==> src/rtl/pac_input_ctrl_pkg.sv <==
// Shared codes for the Pac-Man input/display path: heading and mouth encodings
// plus the fixed-priority press encoder.
package pac_input_ctrl_pkg;

    typedef enum logic [1:0] {
        DIR_UP    = 2'd0,
        DIR_RIGHT = 2'd1,
        DIR_LEFT  = 2'd2,
        DIR_DOWN  = 2'd3
    } dir_e;

    typedef enum logic {
        MOUTH_OPEN   = 1'b0,
        MOUTH_CLOSED = 1'b1
    } mouth_e;

    localparam int NUM_KEYS = 4;

    // Lowest set index wins: up > right > left > down.
    function automatic dir_e first_press(input logic [NUM_KEYS-1:0] press);
        // NOTE: the result gets a default before any branch, so every path
        // assigns it and no storage is implied in combinational use.
        first_press = DIR_UP;
        if (press[0])      first_press = DIR_UP;
        else if (press[1]) first_press = DIR_RIGHT;
        else if (press[2]) first_press = DIR_LEFT;
        else if (press[3]) first_press = DIR_DOWN;
    endfunction

endpackage

==> src/rtl/pac_input_ctrl_if.sv <==
// Key/animation inputs and heading/mouth outputs of the input control stage.
interface pac_input_ctrl_if;
    import pac_input_ctrl_pkg::*;

    logic [NUM_KEYS-1:0] key;
    logic                anim_en;
    dir_e                dir;
    mouth_e              state;
    logic                dir_changed;

    modport master (output key, anim_en, input dir, state, dir_changed);
    modport slave  (input key, anim_en, output dir, state, dir_changed);
endinterface

==> src/rtl/pac_input_ctrl_key_debounce.sv <==
// One raw key: 2-flop synchroniser followed by a stable-count debounce filter
// that exists only when PAC_DEBOUNCE_EN is defined.
module key_debounce #(
    parameter int DEBOUNCE_CYCLES = 20
) (
    input  logic clk,
    input  logic rst_n,
    input  logic key,
    output logic deb
);

    if (DEBOUNCE_CYCLES < 1) begin : g_bad_cfg
        $error("key_debounce: DEBOUNCE_CYCLES must be at least 1");
    end

    logic [1:0] sync;

    // NOTE: clocked state uses non-blocking assignments so every flop samples
    // the pre-edge value; blocking here would collapse the synchroniser chain.
    always_ff @(posedge clk or negedge rst_n) begin
        if (!rst_n) sync <= '0;
        else        sync <= {sync[0], key};
    end

`ifdef PAC_DEBOUNCE_EN
    localparam int CW = (DEBOUNCE_CYCLES > 1) ? $clog2(DEBOUNCE_CYCLES) : 1;
    localparam logic [CW-1:0] CNT_LAST = CW'(DEBOUNCE_CYCLES - 1);

    logic [CW-1:0] cnt;

    // Accept a new level only after it has differed for DEBOUNCE_CYCLES edges.
    always_ff @(posedge clk or negedge rst_n) begin
        if (!rst_n) begin
            deb <= 1'b0;
            cnt <= '0;
        end else if (sync[1] == deb) begin
            cnt <= '0;
        end else if (cnt == CNT_LAST) begin
            deb <= ~deb;
            cnt <= '0;
        end else begin
            cnt <= cnt + 1'b1;
        end
    end
`else
    assign deb = sync[1];
`endif

endmodule

==> src/rtl/pac_input_ctrl.sv <==
// Pac-Man input control: debounced keys -> press edges -> priority heading,
// plus the mouth open/close timer. Debounce is enabled by PAC_DEBOUNCE_EN.
module pac_input_ctrl
    import pac_input_ctrl_pkg::*;
#(
    parameter int DEBOUNCE_CYCLES = 20,
    parameter int MOUTH_PERIOD    = 250
) (
    input  logic              clk,
    input  logic              rst_n,
    pac_input_ctrl_if.slave   bus
);

    if (MOUTH_PERIOD < 2) begin : g_bad_cfg
        $error("pac_input_ctrl: MOUTH_PERIOD must be at least 2");
    end

    localparam int MW = $clog2(MOUTH_PERIOD);
    localparam logic [MW-1:0] MCNT_LAST = MW'(MOUTH_PERIOD - 1);

    logic [NUM_KEYS-1:0] deb;
    logic [NUM_KEYS-1:0] deb_q;
    logic [NUM_KEYS-1:0] press;
    dir_e                next_dir;
    logic [MW-1:0]       mcnt;

    for (genvar i = 0; i < NUM_KEYS; i++) begin : g_key
        key_debounce #(.DEBOUNCE_CYCLES(DEBOUNCE_CYCLES)) u_key (
            .clk   (clk),
            .rst_n (rst_n),
            .key   (bus.key[i]),
            .deb   (deb[i])
        );
    end

    always_ff @(posedge clk or negedge rst_n) begin
        if (!rst_n) deb_q <= '0;
        else        deb_q <= deb;
    end

    // Rising edges only: a held key never re-asserts, so a later press wins.
    assign press    = deb & ~deb_q;
    assign next_dir = first_press(press);

    always_ff @(posedge clk or negedge rst_n) begin
        if (!rst_n) begin
            bus.dir         <= DIR_RIGHT;
            bus.dir_changed <= 1'b0;
        end else begin
            bus.dir_changed <= 1'b0;
            if (|press) begin
                bus.dir         <= next_dir;
                bus.dir_changed <= (next_dir != bus.dir);
            end
        end
    end

    always_ff @(posedge clk or negedge rst_n) begin
        if (!rst_n) begin
            mcnt      <= '0;
            bus.state <= MOUTH_OPEN;
        end else if (!bus.anim_en) begin
            mcnt      <= '0;
            bus.state <= MOUTH_OPEN;
        end else if (mcnt == MCNT_LAST) begin
            mcnt      <= '0;
            bus.state <= (bus.state == MOUTH_OPEN) ? MOUTH_CLOSED : MOUTH_OPEN;
        end else begin
            mcnt <= mcnt + 1'b1;
        end
    end

endmodule
==> src/flat_wrapper.sv <==
// flat-port wrapper written by rule: the top's interface ports become plain ports
module pac_input_ctrl_flat import pac_input_ctrl_pkg::*;
#(
    parameter int DEBOUNCE_CYCLES = 20,
    parameter int MOUTH_PERIOD    = 250
)
  (clk, rst_n, bus_key, bus_anim_en, bus_dir, bus_state, bus_dir_changed);
  pac_input_ctrl_if bus_i ();
  input  logic clk;
  input  logic rst_n;
  input wire logic [$bits(bus_i.key)-1:0] bus_key;
  input wire logic [$bits(bus_i.anim_en)-1:0] bus_anim_en;
  output wire logic [$bits(bus_i.dir)-1:0] bus_dir;
  output wire logic [$bits(bus_i.state)-1:0] bus_state;
  output wire logic [$bits(bus_i.dir_changed)-1:0] bus_dir_changed;
  assign bus_i.key = bus_key;
  assign bus_i.anim_en = bus_anim_en;
  assign bus_dir = bus_i.dir;
  assign bus_state = bus_i.state;
  assign bus_dir_changed = bus_i.dir_changed;
  pac_input_ctrl #(.DEBOUNCE_CYCLES(DEBOUNCE_CYCLES), .MOUTH_PERIOD(MOUTH_PERIOD)) u_core (.clk(clk), .rst_n(rst_n), .bus(bus_i));
endmodule
==> config.mk <==
export PLATFORM = sky130hd
export DESIGN_NAME = pac_input_ctrl_flat
export DESIGN_NICKNAME = d
export VERILOG_FILES = /design/src/rtl/pac_input_ctrl_pkg.sv /design/src/rtl/pac_input_ctrl_if.sv /design/src/rtl/pac_input_ctrl_key_debounce.sv /design/src/rtl/pac_input_ctrl.sv /design/src/flat_wrapper.sv
export SDC_FILE = /design/constraint.sdc
export NUM_CORES = 1
export LEC_CHECK = 0
export ABC_AREA = 1
export CORE_MARGIN = 1
export CORE_UTILIZATION = 30
export CTS_CLUSTER_SIZE = 40
export DETAILED_ROUTE_END_ITERATION = 8
export SLEW_MARGIN = 15
export SYNTH_ARGS = -nofsm -noshare
export SYNTH_HDL_FRONTEND = slang
export SYNTH_SLANG_ARGS = --single-unit
==> constraint.sdc <==
create_clock -name clk -period 3.05 [get_ports clk]
set_input_delay 0.915 -clock clk [delete_from_list [all_inputs] [get_ports clk]]
set_output_delay 0.915 -clock clk [all_outputs]
set_load 0.01 [all_outputs]
==> metrics.cfg <==
[logic_synthesis]
top_cell=dfrtp_1
ys_chip_area_um2=946
ys_types=21
avgSynthCellArea_um2=10.6
xor_share_pct=0
fa_ha_area_share_pct=2.65
yosys_warnings=0
top_cell_area_share_pct=60.8
common_cells=dfrtp_1 (23), nand2_1 (15), inv_1 (14)
synth_nets=98

[pwr]
combPwrFrac_pct=9.6
seqPwrFrac_pct=54.4

[global_routing]
overflow=0
grt_max_degree=25

[routing]
wl_per_cell_um=8.96
vias_per_cell=4.34
ant_nets=0
drc=0

[min_path]
min_from=u_core.g_key[0].u_key.sync[0]$_DFF_PN0_
hold_path_depth=0

[clock_tree]
ctsResizeCount=0
clock_sinks=24
cts_buffer_depth=2
postCtsSetupBuffers=0
clockRootBuffer=clkbuf_4
holdBufCountCts=0

[cells_and_area]
fin_nets=114
final_cell_mix=dfrtp_1 (23), nand2_1 (15), inv_1 (14)
diodes=0

[sta]
final-hold-violation-count=0
timing.final.ws_setup_ns=0.733
fmax_mhz=432
slew_headroom_pct=80.8
finalCritPeriodShare_pct=76.0

[worst_setup_path]
required_ns=2.13
start_kind=flop

[outcome]
status=finished clean

[flow_run]
drv_cap=0

[placement]
gp_congestion=0.711
hpwl_um=972

layout make-up:
class                           count  area [µm²]
Clock buffer                        3        22.5
Multi-Input combinational cell     51         292
Tap cell                           44        55.1
Timing Repair Buffer               11         108
Fill cell                         307        1870
Inverter                           14        52.6
Clock inverter                      1        30.0
Sequential cell                    24         602
power groups by stage:
stage / logic [W] / registers [W] / clock network [W]
floorplan: 0.0000255 / 0.000355 / 0
global placement: 0.0000609 / 0.000352 / 0
detailed placement: 0.0000622 / 0.000353 / 0
CTS: 0.0000624 / 0.000347 / 0.000237
global route: 0.0000708 / 0.000350 / 0.000252
finish: 0.0000609 / 0.000347 / 0.000229
flip-flops by register name (all words and copies together), names as in the netlist:
name and cells:
u_core.bus.dir 2, u_core.bus.dir_changed 1, u_core.bus.state 1, u_core.deb_q 4, u_core.g_key.u_key.sync 8, u_core.mcnt 8
worst max-delay path by stage:
stage,from,to,slack [ns]
final,u_core.bus.dir[0]$_DFFE_PN1P_,bus_dir[0],0.73
after CTS,u_core.bus.dir[0]$_DFFE_PN1P_,bus_dir[0],0.72
after detailed placement,u_core.bus.dir[0]$_DFFE_PN1P_,bus_dir[0],1.09
after global placement,u_core.bus.dir[0]$_DFFE_PN1P_,bus_dir[0],1.10
after floorplan,u_core.bus.dir[0]$_DFFE_PN1P_,bus_dir[0],1.60
after global routing,u_core.bus.dir[0]$_DFFE_PN1P_,bus_dir[0],0.67
metal layers:
| layer | vias to the layer above | GRT usage (%) | routed length, µm | part of all wire, % |
|---|---|---|---|---|
| met1 | 321 | 12.4 | 613 | 46 |
| li1 | 311 | - | - | - |
| met5 | - | 0 | 0 | 0 |
| met3 | 2 | 3.35 | 53 | 4.0 |
| met2 | 9 | 15.8 | 649 | 49 |
| met4 | 0 | 2.04 | 10 | 0.75 |
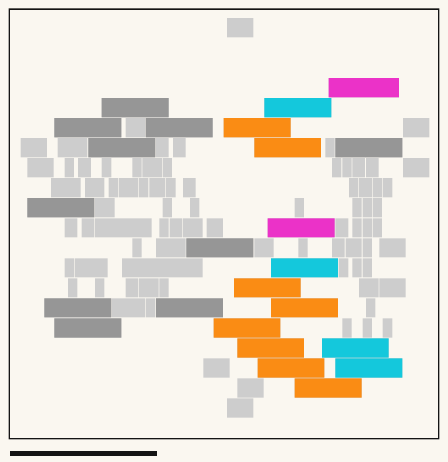
Fig. 1. Sequential cells colored by netlist name.
Bar = 20 µm. Other sequential cells in the stronger gray, the rest of the logic in the fainter gray.
- orange: u_core.g_key.u_key.sync (placed flops 8)
- magenta: u_core.bus.dir (placed flops 2)
- cyan: u_core.deb_q (placed flops 4)
Register Area: 602 µm²
Util after Layout: 38.3%
flop share of the area: 51.8%

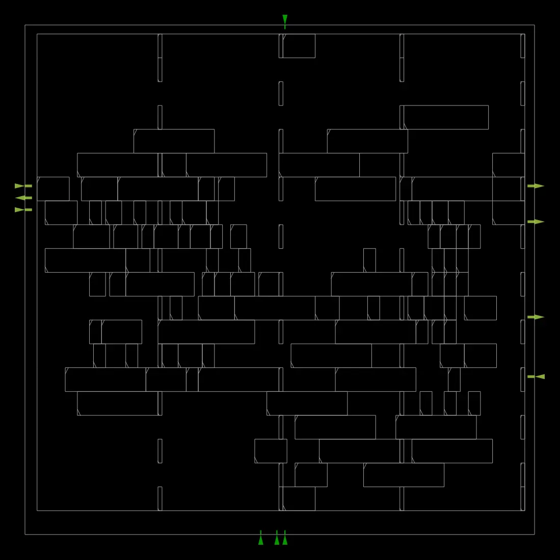
Fig. 2. Cell placement.
core area: 3030 µm²
Tapcells: 44
Non-Filler Instances: 148

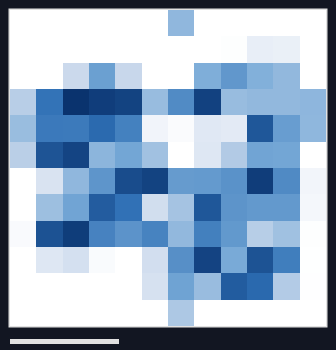
Fig. 3. Cell density map.
Bar = 20 µm. 12 x 12 tiles, from white (low) to dark blue (high), 0 to 100% covered.
- emptiest ninth of the die: lower left
- tiles over 75% full: 13%
- nearly empty tiles: 35%
FP Core Util: 31.2%

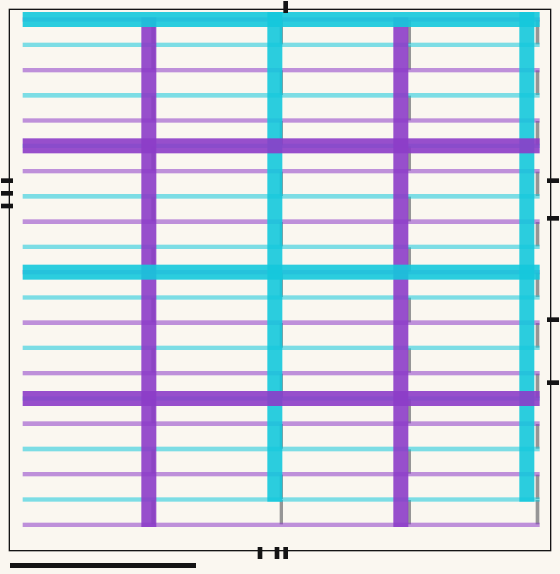
Fig. 4. Supply network.
Bar = 20 µm. Pins as bars on the die edge. Tap cells in gray.
- cyan: VDD
- purple: VSS
- signal pins: 11
- met5 straps: 4
die width: 58.2 µm
DIE HEIGHT: 58.2 µm

No activity file was given, so power comes from the tool's default toggle rates.
